==> config.mk <==
export PLATFORM = sky130hd
export DESIGN_NAME = alu_sel_sequencer
export DESIGN_NICKNAME = d
export VERILOG_FILES = /design/src/rtl/alu_sel_sequencer.sv
export SDC_FILE = /design/constraint.sdc
export NUM_CORES = 1
export LEC_CHECK = 0
export CELL_PAD_IN_SITES_DETAIL_PLACEMENT = 0
export CELL_PAD_IN_SITES_GLOBAL_PLACEMENT = 2
export CORE_ASPECT_RATIO = 0.7
export CORE_UTILIZATION = 30
export CTS_CLUSTER_SIZE = 10
export DETAILED_ROUTE_END_ITERATION = 12
export DONT_BUFFER_PORTS = 1
export MAX_ROUTING_LAYER = met4
export PLACE_DENSITY_LB_ADDON = 0.1
export SYNTH_ARGS = -nofsm -noshare
export SYNTH_HDL_FRONTEND = slang
export SYNTH_SLANG_ARGS = --single-unit
export TNS_END_PERCENT = 30
==> constraint.sdc <==
create_clock -name clk -period 2.3 [get_ports clk]
set_input_delay 0.23 -clock clk [delete_from_list [all_inputs] [get_ports clk]]
set_output_delay 0.23 -clock clk [all_outputs]
set_load 0.05 [all_outputs]
### Register map, names as in the netlist

Bar = 20 µm. Other sequential cells in the stronger grey, the rest of the logic in the fainter grey.
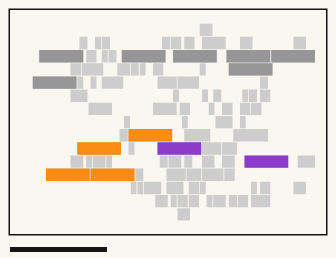
- r_idx: purple (flops 2)
- r_pending: orange (flops 4)
- not coloured: 7
Reg area: 325 µm²
sequential cell area share: 34.2%

### Cell area per tile

The die is cut into 7 by 5 equal tiles; white is low, dark blue is high, 0 to 100% covered.
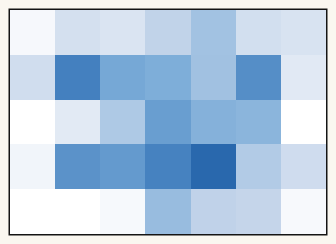
- mean over tiles: 30%
- tiles over 75% full: 2.9%
- fullest tile: 78%
- emptiest ninth of the die: bottom left
- nearly empty tiles: 11%
fp util: 32.9%
core area: 2550 µm²
post-layout util: 37.3%

==> run notes <==
impl run done, here's what came out: run status finished, final reports clean, top layer in use met4, Post-synth top cells dfrtp_1 (13), nand2_1 (8), a21oi_1 (7), inv_1 (7), nor2_1 (6), Overall Power slightly above 1 mW, FP Rows 15, nets@finish between 100 and 150, Die H 46.3 µm, mux share ~3.7%, cts hold-fix bufs 1, H-tree depth 1, P_clk roughly 0.21 mW, Synth top cell by count dfrtp_1, xor/xnor share 0%, cycle use final 80.3%, Insertion Delay late pin about 0.24 ns, Leak Pwr approximately 0.39 nW, layout cells sized above 1 15.5%, Detail Route Antenna Nets 0, Net Sw Power around 0.45 mW, synthesis area per yosys around 840 µm², Fin. Hold Viols 0, Comb power frac about 43%, Compound Share, Synth 26.4%, met1 GRT Util between 20% and 30%, cell area power density 1090 nW/µm², Non-CTS inverters 7, HP Class primary input to flip-flop, Area leader share 38.7%, critical path data arrival time 1.97 ns, slack of the critical path 0.454 ns, max cap viols 0, Buffers on Ports 0, non-clk buf share under 10%, Comb. pwr 0.445 mW, WL/cell approximately 15 µm, TritonRoute pass-1 iters 4, ys flops 13, P&R area growth vs syn 13.4%, overall routing resource usage about 17%, Plain + repair buffers 5, Combinational Area 473 µm², register area share after synthesis between 30% and 40%, cts repair resizes 0, peak fanout along the critical path 4, worst hold slack between 0.04 and 0.05 ns, post-layout instance area 952 µm², slew of the pin with the lowest slew margin 0.624 ns, met3 usage a little under 6%, OpenROAD warnings 27, Met2 Routed Length roughly 800 µm, Clk network pwr share 20.1%, Final setup viols 0, Unique cell types 34, sequential power roughly 0.38 mW, simple-gate share of the synthesized area between 20% and 30%, FF-to-FF setup slack about 0.45 ns, Top logic family AND-OR/OR-AND gates, fmax roughly 540 MHz, critical path type flip-flop to flip-flop, setup_tns 0 ns, clk slew on worst S/H paths around 0.060 ns, Critical path buffers and inverters 1, initial DRC count 67, Worst setup SP type flip-flop, Multi-In Gates 68, Layout Skew approximately 0.0013 ns, DR vias/cell between 5 and 6, Syn Inst Count a little over 90, via count a little over 700, Setup Fix Bufs, Post-CTS 0, Seq cells 13, Critical-path top delay cell dfrtp_1, CTS Root Cell clkbuf_8, Die Size between 3000 and 4000 µm², DR WL met3 between 100 and 150 µm, sw frac a little over two fifths, relative slew slack a little under 60%
No activity file was given, so power comes from the tool's default toggle rates.
